`src/rtl/pc_sequencer.sv`:
```
// pc_sequencer
//   Fetch-PC sequencer for a 3-stage RV32I pipeline with CSR trap support.
//   Owns the fetch PC and the fetch/decode address tracking. Each cycle it picks
//   the next PC from: sequential, hold, branch, mret or trap vector. It also
//   produces the resume address (epc_o) that the CSR unit writes to mepc. After
//   an mret, trap entry is blocked until one instruction from mepc has issued.
//
//   state     | meaning
//   ----------+--------------------------------------------------------------
//   RUN       | normal fetch; traps are taken as soon as the pipe is unstalled
//   TRAP_WAIT | trap committed while stalled; taken on the first unstalled cycle
//   RET       | mret shadow; traps ignored until the mepc instruction advances
//
// Ports
//   clk          in   clock, rising edge
//   rst          in   synchronous active-low reset
//   stall_i      in   hazard stall (hold PC and fetch/decode register)
//   br_taken_i   in   branch/jump taken in execute
//   br_target_i  in   branch/jump target
//   mret_i       in   mret resolving in execute
//   mepc_i       in   mret return address
//   trap_req_i   in   trap/interrupt request (level)
//   trap_vec_i   in   trap vector
//   pc_o         out  current fetch address (registered)
//   pc_sel_o     out  next-PC source: 0 seq, 1 hold, 2 branch, 3 mret, 4 trap
//   flush_o      out  kill the instruction entering fetch/decode
//   trap_ack_o   out  one-cycle pulse when the trap vector is selected
//   epc_o        out  resume address, valid with trap_ack_o
//   state_o      out  0 RUN, 1 TRAP_WAIT, 2 RET
module pc_sequencer #(
  parameter logic [31:0] RESET_PC = 32'h0000_0000
) (
  input  logic        clk,
  input  logic        rst,
  input  logic        stall_i,
  input  logic        br_taken_i,
  input  logic [31:0] br_target_i,
  input  logic        mret_i,
  input  logic [31:0] mepc_i,
  input  logic        trap_req_i,
  input  logic [31:0] trap_vec_i,
  output logic [31:0] pc_o,
  output logic [2:0]  pc_sel_o,
  output logic        flush_o,
  output logic        trap_ack_o,
  output logic [31:0] epc_o,
  output logic [1:0]  state_o
);

  typedef enum logic [1:0] {
    ST_RUN       = 2'd0,
    ST_TRAP_WAIT = 2'd1,
    ST_RET       = 2'd2
  } state_e;

  localparam logic [2:0] SEL_SEQ  = 3'd0;
  localparam logic [2:0] SEL_HOLD = 3'd1;
  localparam logic [2:0] SEL_BR   = 3'd2;
  localparam logic [2:0] SEL_MRET = 3'd3;
  localparam logic [2:0] SEL_TRAP = 3'd4;

  state_e      state_q, state_d;
  logic [31:0] pc_q, pc_d;
  logic [31:0] fd_pc_q, fd_pc_d;
  logic        fd_valid_q, fd_valid_d;

  logic        redir, s, take, flush;
  logic [2:0]  sel;
  logic [31:0] epc;

  always_ff @(posedge clk) begin
    if (!rst) begin
      state_q    <= ST_RUN;
      pc_q       <= RESET_PC;
      fd_pc_q    <= RESET_PC;
      fd_valid_q <= 1'b0;
    end else begin
      state_q    <= state_d;
      pc_q       <= pc_d;
      fd_pc_q    <= fd_pc_d;
      fd_valid_q <= fd_valid_d;
    end
  end

  always_comb begin
    state_d    = state_q;
    take       = 1'b0;
    pc_d       = pc_q + 32'd4;
    sel        = SEL_SEQ;
    epc        = 32'h0;
    fd_pc_d    = fd_pc_q;
    fd_valid_d = fd_valid_q;

    // A redirect overrides a stall, so a redirect never holds the pipe.
    redir = br_taken_i | mret_i;
    s     = stall_i & ~redir;

    unique case (state_q)
      ST_RUN: begin
        if (trap_req_i && !s)      take    = 1'b1;
        else if (trap_req_i && s)  state_d = ST_TRAP_WAIT;
        else if (mret_i)           state_d = ST_RET;
      end
      ST_TRAP_WAIT: begin
        // Request is committed; it is not re-sampled here.
        if (!s) begin
          take    = 1'b1;
          state_d = ST_RUN;
        end
      end
      ST_RET: begin
        // Exit once the mepc instruction moves from fetch/decode to execute.
        if (mret_i)                  state_d = ST_RET;
        else if (fd_valid_q && !s)   state_d = ST_RUN;
      end
      default: state_d = ST_RUN;
    endcase

    if (take) begin
      pc_d = trap_vec_i;
      sel  = SEL_TRAP;
      if (mret_i)           epc = mepc_i;
      else if (br_taken_i)  epc = br_target_i;
      else if (fd_valid_q)  epc = fd_pc_q;
      else                  epc = pc_q;
    end else if (mret_i) begin
      pc_d = mepc_i;
      sel  = SEL_MRET;
    end else if (br_taken_i) begin
      pc_d = br_target_i;
      sel  = SEL_BR;
    end else if (s) begin
      pc_d = pc_q;
      sel  = SEL_HOLD;
    end

    flush = take | redir;

    if (!s) begin
      fd_pc_d    = pc_q;
      fd_valid_d = ~flush;
    end
  end

  always_comb begin
    if (!rst) begin
      pc_sel_o   = SEL_HOLD;
      flush_o    = 1'b1;
      trap_ack_o = 1'b0;
      epc_o      = 32'h0;
    end else begin
      pc_sel_o   = sel;
      flush_o    = flush;
      trap_ack_o = take;
      epc_o      = epc;
    end
  end

  assign pc_o    = pc_q;
  assign state_o = state_q;

endmodule

```
`config.mk`:
```
export PLATFORM = sky130hd
export DESIGN_NAME = pc_sequencer
export DESIGN_NICKNAME = d
export VERILOG_FILES = /design/src/rtl/pc_sequencer.sv
export SDC_FILE = /design/constraint.sdc
export NUM_CORES = 1
export LEC_CHECK = 0
export CAP_MARGIN = 40
export CORE_MARGIN = 8
export CORE_UTILIZATION = 46
export DETAILED_ROUTE_END_ITERATION = 8
export PLACE_DENSITY_LB_ADDON = 0.3
export SKIP_CTS_REPAIR_TIMING = 1
export SKIP_LAST_GASP = 1
export SYNTH_ARGS = -nofsm -noshare
export SYNTH_HDL_FRONTEND = slang
export SYNTH_SLANG_ARGS = --single-unit
```
`constraint.sdc`:
```
create_clock -name clk -period 2.4 [get_ports clk]
set_clock_uncertainty 0.05 [all_clocks]
set_input_delay 0.48 -clock clk [delete_from_list [all_inputs] [get_ports clk]]
set_output_delay 0.48 -clock clk [all_outputs]
set_load 0.03 [all_outputs]
```
Fig. 1: cell outlines without signal wires
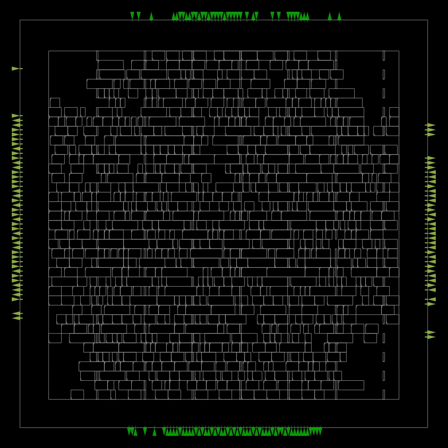
core box area: 10,200 sq um
row count: 37
n_taps: 136

Fig. 2: clock network drawn from the DEF
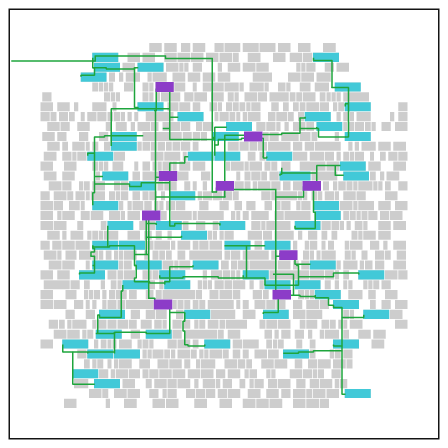
Key: purple = clock-net drivers [count 9]; cyan = flip-flops [count 67]; green = clock wires [length 991 um]
There are 10 routed clock nets.

==> flow_metrics.py <==
# Physical implementation metrics
metrics = {
    "outcome": {
        "status": "finished clean",
    },
    "floorplan": {
        "fp_util_pct": 46.8,
        "die_w_um": 118,
        "dieHeight_um": 118,
        "dieArea_sq_um": 13900,
        "io_pins": 173,
    },
    "setup_path": {
        "cp-end-kind": "primary output",
        "crit_buf_inv": 2,
        "crit_chain": "buf_12 > mux2_4 > a222oi_1 > nor2_1 > buf_4",
        "r2r_slack_ns": 0.29,
        "arrival_ns": 1.84,
        "setup.worst_path.end": "epc_o[28]",
        "cp_num_cells": 5,
        "start_kind": "flop",
        "timing.rr.end": "pc_o[30]$_SDFFE_PN0P_",
        "max_stage_delay_ns": 0.39,
        "crit_start": "fd_valid_q$_SDFFE_PN0N_",
        "critPathKind": "flop to primary output",
        "r2r_start": "pc_o[14]$_SDFFE_PN0P_",
        "worst_path_max_delay_cell": "dfxtp_4",
        "crit_family": "flip-flops",
        "reg2reg_depth": 5,
        "cp_max_fo": 8,
        "crit_required_ns": 1.87,
    },
    "global_routing": {
        "grt_max_degree": 48,
        "grt_pass1_wl_um": 30200,
        "antenna_found_initial": 0,
        "grt_pass1_vias": 5886,
        "grt_usage_pct": 26.2,
        "overflow": 0,
    },
    "synth": {
        "synth-xor-area-share_pct": 1.84,
        "ys_types": 59,
        "synth_seq_share_pct": 28.2,
        "ys_chip_area_sq_um": 4760,
        "yosysTopAreaCellShare_pct": 28.2,
        "top_logic_kind": "AND-OR/OR-AND gates",
        "netlist_instances": 664,
        "compound_area_share_pct": 27.0,
        "top_cells_by_count": "nand2_1, a21oi_1, dfxtp_1",
        "flop_cell": "dfxtp_1",
        "simple_gate_area_share_pct": 26.9,
        "synth_async_sr_flop_share_pct": 0,
        "mux_area_share_pct": 9.14,
        "area_leaders": "dfxtp_1, nand2_1, a21oi_1",
        "edf_count": 0,
        "synth_area_per_cell_sq_um": 7.17,
        "syn_area_sq_um": 4760,
        "fp_nets": 767,
        "synth_stat.cells": 664,
        "most_common_cell": "nand2_1",
        "top_area_cell": "dfxtp_1",
        "ys_ff": 67,
        "fa_ha_area_share_pct": 0.263,
        "yosysWarnings": 0,
    },
    "cells_and_area": {
        "area_growth_pct": 55.4,
        "drive_above_1_share_pct": 20.3,
        "lay_top_count": "clkdlybuf4s50_1",
        "layout.nets": 966,
        "fin_area_sq_um": 7400,
        "seqCellArea_sq_um": 1350,
        "fin_cells": 1004,
        "fill_cells": 794,
        "layout_top_cells": "clkdlybuf4s50_1, nand2_1, buf_4",
        "comb_area_sq_um": 3160,
        "n_antenna_cell": 0,
        "finish.utilization_pct": 72.6,
    },
    "place": {
        "placed_cells": 970,
        "routabilityCongestion": 0.923,
        "dpl-instance-area_sq_um": 6880,
        "portBuffers": 172,
        "hpwl_um": 14000,
        "post-place-ws_ns": -0.404,
    },
    "clocking": {
        "path_clk_slew_ns": 0.08,
        "cts_buffers": 9,
        "clock_sinks": 67,
        "htreeDepth": 3,
        "clock_latency_ns": 0.35,
        "cts_buffer_depth": 2,
        "cts_tree": "done",
        "clockRootBuffer": "clkbuf_8",
    },
    "timing": {
        "whs_ns": 0.404,
        "finalClockPeriodUsage_pct": 98.7,
        "setup_violations": 0,
        "tightest_slew_ns": 0.586,
        "max_freq_ghz": 0.422,
        "maxSlewViolCount": 0,
        "period_needed_ns": 2.37,
        "fin_setup_tns_ns": 0,
        "slew_headroom_pct": 60.6,
        "finalHoldViolations": 0,
        "finalWorstSetupSlack_ns": 0.0316,
    },
    "routing": {
        "first_pass_iters": 6,
        "wl_um": 20200,
        "ant_nets": 0,
        "drc_errors": 0,
        "vias": 6111,
        "drt_iter0_drc": 707,
        "wl_per_cell_um": 20.1,
        "via_per_inst": 6.09,
    },
    "hold_path": {
        "hold_path_depth": 2,
        "min_from": "fd_pc_q[30]$_SDFFE_PN0N_",
        "whs_endpoint": "fd_pc_q[30]$_SDFFE_PN0N_",
        "hold_path_class": "flop to flop",
    },
    "power": {
        "p_leak_nw": 2.93,
        "power_density_nw_per_um2": 501,
        "p_total_w": 0.00370,
        "irDropWorstVdd_v": 0.000294,
    },
    "job": {
        "tool_warnings": 27,
        "cap_violations": 0,
    },
}
==> area by class of cell <==
type,count,share of cell area (%)
Sequential cell,67,18.2
Inverter,9,0.457
Clock inverter,4,0.981
Clock buffer,12,2.10
Timing Repair Buffer,254,33.3
Multi-Input combinational cell,522,42.7
Tap cell,136,2.30
==> per-layer routing <==
metal	vias to the layer above	wire length, um	track usage [%]
met5	-	0	0
met4	0	517	10.6
met3	53	2050	4.36
met2	385	9680	44.7
met1	2858	7930	32.1
li1	2815	-	-
==> state kept, by name, summed over array words and instances, names as in the netlist <==
signal,count
fd_pc_q,32
fd_valid_q,1
pc_o,32
state_o,2
==> report_power, final <==
group,internal (W),switching (W),leakage (nW)
sequential,0.00120,0.000138,0.554
combinational,0.000603,0.000647,2.26
clock,0.000641,0.000472,0.113
Power is estimated from default activity; no workload was simulated.
